$ cat config.mk
export PLATFORM = sky130hd
export DESIGN_NAME = ysyx_22040750_npc_gen_flat
export DESIGN_NICKNAME = d
export VERILOG_FILES = /design/src/rtl/ysyx_22040750_npc_gen_if.sv /design/src/rtl/ysyx_22040750_npc_gen.sv /design/src/flat_wrapper.sv
export SDC_FILE = /design/constraint.sdc
export NUM_CORES = 1
export LEC_CHECK = 0
export CAP_MARGIN = 15
export CORE_ASPECT_RATIO = 1.25
export CORE_MARGIN = 2
export CORE_UTILIZATION = 40
export DETAILED_ROUTE_END_ITERATION = 12
export GPL_ROUTABILITY_DRIVEN = 0
export HOLD_SLACK_MARGIN = 0.03
export PLACE_DENSITY = 0.8
export SKIP_CTS_REPAIR_TIMING = 1
export SYNTH_ARGS = -nofsm -noshare
export SYNTH_HDL_FRONTEND = slang
export SYNTH_SLANG_ARGS = --single-unit
$ cat constraint.sdc
create_clock -name I_clk -period 5.44 [get_ports I_clk]
set_clock_uncertainty 0.15 [all_clocks]
set_input_delay 1.36 -clock I_clk [delete_from_list [all_inputs] [get_ports I_clk]]
set_output_delay 1.36 -clock I_clk [all_outputs]
set_load 0.005 [all_outputs]
$ cat src/rtl/ysyx_22040750_npc_gen_if.sv
// Handshake bundle between the ID-stage PC-select logic, the next-PC generator and IF.
// master = ID/IF side driving requests and accepting results, slave = the generator.
interface ysyx_22040750_npc_gen_if #(
    parameter int PC_W  = 32,
    parameter int XLEN  = 64,
    parameter int DEPTH = 2
);
    logic                         I_flush;
    logic                         I_in_valid;
    logic                         O_in_ready;
    logic [4:0]                   I_dnpc_sel;
    logic [PC_W-1:0]              I_pc;
    logic [PC_W-1:0]              I_snpc;
    logic [XLEN-1:0]              I_rs1_data;
    logic [XLEN-1:0]              I_imm;
    logic [XLEN-1:0]              I_intr_pc;
    logic                         O_dnpc_valid;
    logic                         I_dnpc_ready;
    logic [PC_W-1:0]              O_dnpc;
    logic                         O_misalign;
    logic [$clog2(DEPTH+1)-1:0]   O_count;

    modport master (
        output I_flush, I_in_valid, I_dnpc_sel, I_pc, I_snpc, I_rs1_data, I_imm, I_intr_pc,
               I_dnpc_ready,
        input  O_in_ready, O_dnpc_valid, O_dnpc, O_misalign, O_count
    );

    modport slave (
        input  I_flush, I_in_valid, I_dnpc_sel, I_pc, I_snpc, I_rs1_data, I_imm, I_intr_pc,
               I_dnpc_ready,
        output O_in_ready, O_dnpc_valid, O_dnpc, O_misalign, O_count
    );
endinterface

$ cat src/rtl/ysyx_22040750_npc_gen.sv
// Next-PC generator with a DEPTH-entry redirect FIFO and zero-latency bypass when empty.
// Define YSYX_22040750_NPC_RVC_EN for 2-byte instruction alignment (default: 4-byte).
module ysyx_22040750_npc_gen #(
    parameter int PC_W  = 32,
    parameter int XLEN  = 64,
    parameter int DEPTH = 2
) (
    input  logic                   I_clk,
    input  logic                   I_rst_n,
    ysyx_22040750_npc_gen_if.slave bus
);
    localparam int AW = (DEPTH > 1) ? $clog2(DEPTH) : 1;
    localparam int CW = $clog2(DEPTH + 1);

    logic [PC_W-1:0] mem_tgt [DEPTH];
    logic            mem_mis [DEPTH];
    logic [AW-1:0]   wr_ptr;
    logic [AW-1:0]   rd_ptr;
    logic [CW-1:0]   count;

    logic [PC_W-1:0] jalr_sum;
    logic [PC_W-1:0] target;
    logic            target_mis;
    logic            empty;
    logic            full;
    logic            in_ready;
    logic            out_valid;
    logic            push;
    logic            pop;
    logic            wr_en;
    logic            unused_bits;

    assign jalr_sum = bus.I_rs1_data[PC_W-1:0] + bus.I_imm[PC_W-1:0];

    always_comb begin
        target = bus.I_snpc;
        if (bus.I_dnpc_sel[4]) begin
            target = bus.I_intr_pc[PC_W-1:0];
        end else if (bus.I_dnpc_sel[3]) begin
            target = {jalr_sum[PC_W-1:1], 1'b0};
        end else if (bus.I_dnpc_sel[2] || bus.I_dnpc_sel[1]) begin
            target = bus.I_pc + bus.I_imm[PC_W-1:0];
        end
    end

`ifdef YSYX_22040750_NPC_RVC_EN
    assign target_mis = target[0];
`else
    assign target_mis = target[1] | target[0];
`endif

    assign empty = (count == '0);
    assign full  = (count == CW'(DEPTH));

    // Ready depends only on state and flush, keeping IF/ID free of a combinational loop.
    assign in_ready  = I_rst_n && !full && !bus.I_flush;
    assign out_valid = I_rst_n && !bus.I_flush && (empty ? bus.I_in_valid : 1'b1);

    assign push  = bus.I_in_valid && in_ready;
    assign pop   = out_valid && bus.I_dnpc_ready && !empty;
    assign wr_en = push && !(empty && bus.I_dnpc_ready);

    always_ff @(posedge I_clk) begin
        if (!I_rst_n) begin
            wr_ptr <= '0;
            rd_ptr <= '0;
            count  <= '0;
        end else if (bus.I_flush) begin
            wr_ptr <= '0;
            rd_ptr <= '0;
            count  <= '0;
        end else begin
            if (wr_en) wr_ptr <= wr_ptr + AW'(1);
            if (pop)   rd_ptr <= rd_ptr + AW'(1);
            if (wr_en && !pop)      count <= count + CW'(1);
            else if (!wr_en && pop) count <= count - CW'(1);
        end
    end

    always_ff @(posedge I_clk) begin
        if (wr_en) begin
            mem_tgt[wr_ptr] <= target;
            mem_mis[wr_ptr] <= target_mis;
        end
    end

    assign bus.O_in_ready   = in_ready;
    assign bus.O_dnpc_valid = out_valid;
    assign bus.O_count      = count;
    assign bus.O_dnpc       = !I_rst_n ? '0   : (empty ? target     : mem_tgt[rd_ptr]);
    assign bus.O_misalign   = !I_rst_n ? 1'b0 : (empty ? target_mis : mem_mis[rd_ptr]);

    assign unused_bits = ^{bus.I_rs1_data[XLEN-1:PC_W], bus.I_imm[XLEN-1:PC_W],
                           bus.I_intr_pc[XLEN-1:PC_W], jalr_sum[0]};
endmodule

$ cat src/flat_wrapper.sv
// flat-port wrapper written by rule: the top's interface ports become plain ports
module ysyx_22040750_npc_gen_flat 
#(
    parameter int PC_W  = 32,
    parameter int XLEN  = 64,
    parameter int DEPTH = 2
)
  (I_clk, I_rst_n, bus_I_flush, bus_I_in_valid, bus_I_dnpc_sel, bus_I_pc, bus_I_snpc, bus_I_rs1_data, bus_I_imm, bus_I_intr_pc, bus_I_dnpc_ready, bus_O_in_ready, bus_O_dnpc_valid, bus_O_dnpc, bus_O_misalign, bus_O_count);
  ysyx_22040750_npc_gen_if #(.PC_W(PC_W), .XLEN(XLEN), .DEPTH(DEPTH)) bus_i ();
  input  logic I_clk;
  input  logic I_rst_n;
  input wire logic [$bits(bus_i.I_flush)-1:0] bus_I_flush;
  input wire logic [$bits(bus_i.I_in_valid)-1:0] bus_I_in_valid;
  input wire logic [$bits(bus_i.I_dnpc_sel)-1:0] bus_I_dnpc_sel;
  input wire logic [$bits(bus_i.I_pc)-1:0] bus_I_pc;
  input wire logic [$bits(bus_i.I_snpc)-1:0] bus_I_snpc;
  input wire logic [$bits(bus_i.I_rs1_data)-1:0] bus_I_rs1_data;
  input wire logic [$bits(bus_i.I_imm)-1:0] bus_I_imm;
  input wire logic [$bits(bus_i.I_intr_pc)-1:0] bus_I_intr_pc;
  input wire logic [$bits(bus_i.I_dnpc_ready)-1:0] bus_I_dnpc_ready;
  output wire logic [$bits(bus_i.O_in_ready)-1:0] bus_O_in_ready;
  output wire logic [$bits(bus_i.O_dnpc_valid)-1:0] bus_O_dnpc_valid;
  output wire logic [$bits(bus_i.O_dnpc)-1:0] bus_O_dnpc;
  output wire logic [$bits(bus_i.O_misalign)-1:0] bus_O_misalign;
  output wire logic [$bits(bus_i.O_count)-1:0] bus_O_count;
  assign bus_i.I_flush = bus_I_flush;
  assign bus_i.I_in_valid = bus_I_in_valid;
  assign bus_i.I_dnpc_sel = bus_I_dnpc_sel;
  assign bus_i.I_pc = bus_I_pc;
  assign bus_i.I_snpc = bus_I_snpc;
  assign bus_i.I_rs1_data = bus_I_rs1_data;
  assign bus_i.I_imm = bus_I_imm;
  assign bus_i.I_intr_pc = bus_I_intr_pc;
  assign bus_i.I_dnpc_ready = bus_I_dnpc_ready;
  assign bus_O_in_ready = bus_i.O_in_ready;
  assign bus_O_dnpc_valid = bus_i.O_dnpc_valid;
  assign bus_O_dnpc = bus_i.O_dnpc;
  assign bus_O_misalign = bus_i.O_misalign;
  assign bus_O_count = bus_i.O_count;
  ysyx_22040750_npc_gen #(.PC_W(PC_W), .XLEN(XLEN), .DEPTH(DEPTH)) u_core (.I_clk(I_clk), .I_rst_n(I_rst_n), .bus(bus_i));
endmodule
run_1/registers.png
The bar under the picture is 50 microns long.
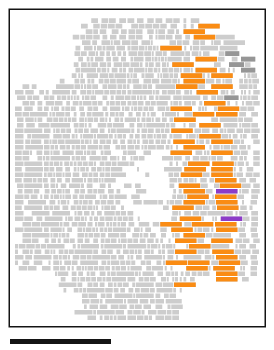
`u_core.mem_tgt`: marked orange, placed flops 64, where a column on the right. `u_core.mem_mis`: marked purple, placed flops 2.
final core utilization: 71.3%
register area: 0.00208 sq mm
sequential cell area share: 16.1%
Seq group: 622 uW

run_1/clock_map.png
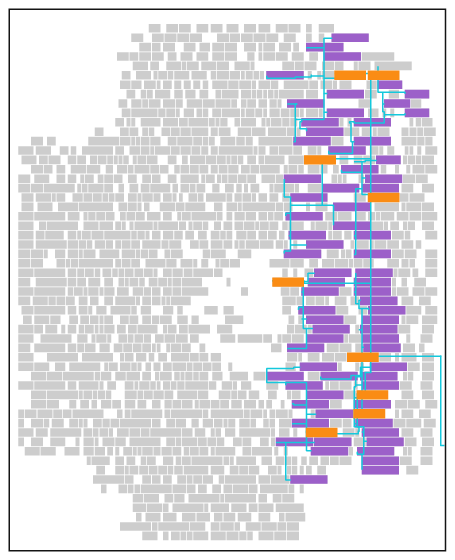
flip-flops: marked purple, count 71. cells driving clock nets: marked orange, count 9. clock wires: marked cyan, length 758 microns.
There are 10 routed clock nets. Position of the flops: a column on the right.

==> results.cfg, run 1 <==
; generated from flow reports
[logic_synthesis]
ys_ff = 71
adder_share_pct = 11.0
yosys_warnings = 0
ys_seq_share_pct = 28.1

[placement]
dpl.cell_count = 1470
dp_hpwl_microns = 21800

[grt]
grt_busiest_layer = met2
grtUsageMet3_pct = 2.91
track_usage_pct = 25.9

[critical_path]
worstSetupStartpointType = input pin
cp_common_cell = o211a_1
critPathBufInv = 4
r2r_slack_ns = 2.82

[drt]
wl_met3_microns = 2650
wl_met2_microns = 15500
wl_per_cell_microns = 20.7

[die]
core_area_sq_mm = 0.0182
initCoreUtil_pct = 40.8
die-area_sq_mm = 0.0197
num_rows = 55

[timing]
finalHoldViolations = 0
final-setup-viol-count = 23
fmax_mhz = 169
setup_ws_ns = -0.472

[layout]
drive_gt1_share_pct = 35.2
comb_share_pct = 48.7
largestClassByArea = combinational gates
fin_area_sq_mm = 0.0129
area_growth_pct = 74.5

[run_status]
status = finished, violations left
violations = setup timing

[power]
clk-power_uw = 558

[run]
drv_cap = 0

[clocking]
clk_pin_slew_ns = 0.05
run_1/drive_strength.png
The bar under the picture is 50 microns long.
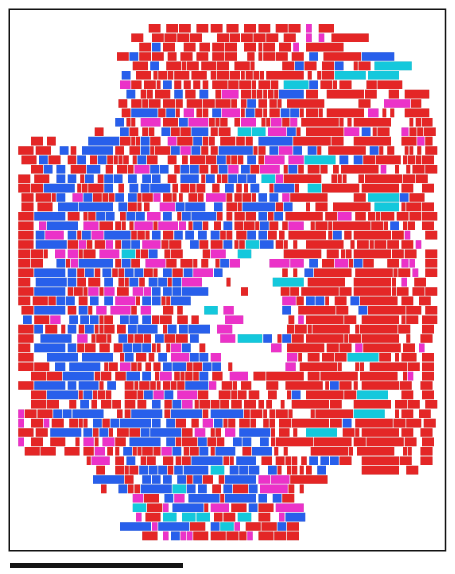
drive 1 or less: marked red, cells 837, share 65%. drive 2: marked magenta, cells 125, share 9.7%. drive 3 to 4: marked blue, cells 301, share 23%. drive 6 and up: marked cyan, cells 29, share 2.2%.

run_1/cell_classes.png
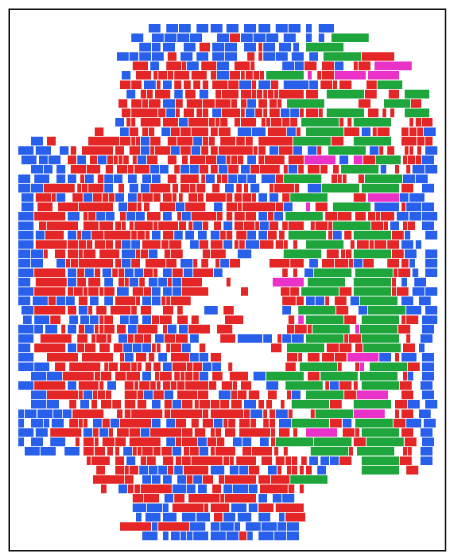
all other logic: marked red, cells 756, share of their area 50%. other buffers and delay cells: marked blue, cells 449, share of their area 31%. flops: marked green, cells 71, share of their area 16%. clock drivers and dummy loads: marked magenta, cells 16, share of their area 2.2%.

run_1/final_clocks.png
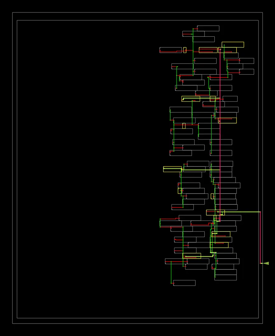

--- run 2 (diff from run 1) ---
CORE_UTILIZATION = 45   (was 40)
HOLD_SLACK_MARGIN = 0.02   (was 0.03)
PLACE_DENSITY = 0.85   (was 0.8)
clock period = 5.85 ns   (was 5.44 ns; I/O delays follow)
run_2/final_clocks.png
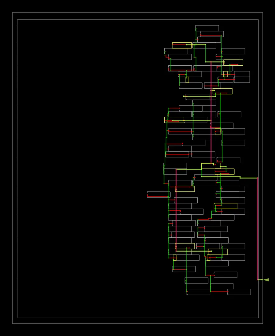
flip-flops: 71
clk ins delay skew pair: 0.33 ns
clock buffer count: 10
Clk. pwr: 515 uW

run_2/drive_strength.png
The bar under the picture is 20 microns long.
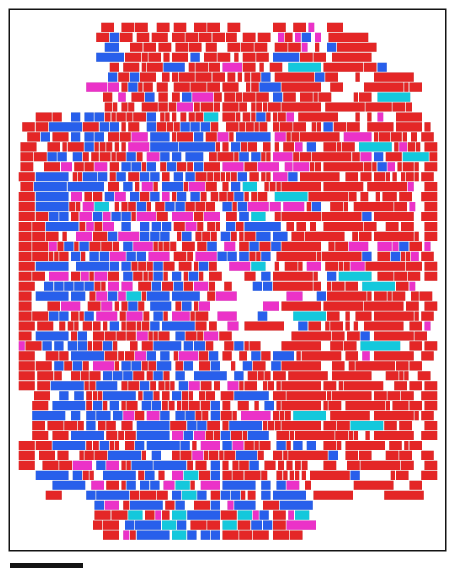
drive 2: marked magenta, cells 118, share 9.2%. drive 6 and up: marked cyan, cells 27, share 2.1%. drive 1 or less: marked red, cells 842, share 66%. drive 3 to 4: marked blue, cells 294, share 23%.
Area Growth Syn to Fin: 73.3%
post-route cell area: 0.0129 sq mm
Buffers, non-clock: 439
post-layout worst setup margin: -0.230 ns

==> results.cfg, run 2 <==
; generated from flow reports
[run_status]
status = finished, violations left
violations = setup timing

[grt]
grt_busiest_layer = met2
track_usage_pct = 29.8
grtUsageMet3_pct = 3.74

[critical_path]
cp_common_cell = buf_6
worstSetupStartpointType = input pin

[run]
drv_cap = 0

[die]
core_area_sq_mm = 0.0162
initCoreUtil_pct = 45.8

[layout]
seq_area_share_pct = 16.2
fin_util_pct = 79.3
comb_share_pct = 48.8
largestClassByArea = combinational gates

[drt]
wl_met3_microns = 3140
wl_per_cell_microns = 22.3
wl_met2_microns = 16000

[logic_synthesis]
adder_share_pct = 11.0
ys_seq_share_pct = 28.1
ys_ff = 71

[placement]
dpl.cell_count = 1461
dp_hpwl_microns = 21700

[timing]
final-setup-viol-count = 12
fmax_mhz = 164
setup_ws_ns = -0.230

[clocking]
clk_pin_slew_ns = 0.05
Power and IR drop assume default switching activity.
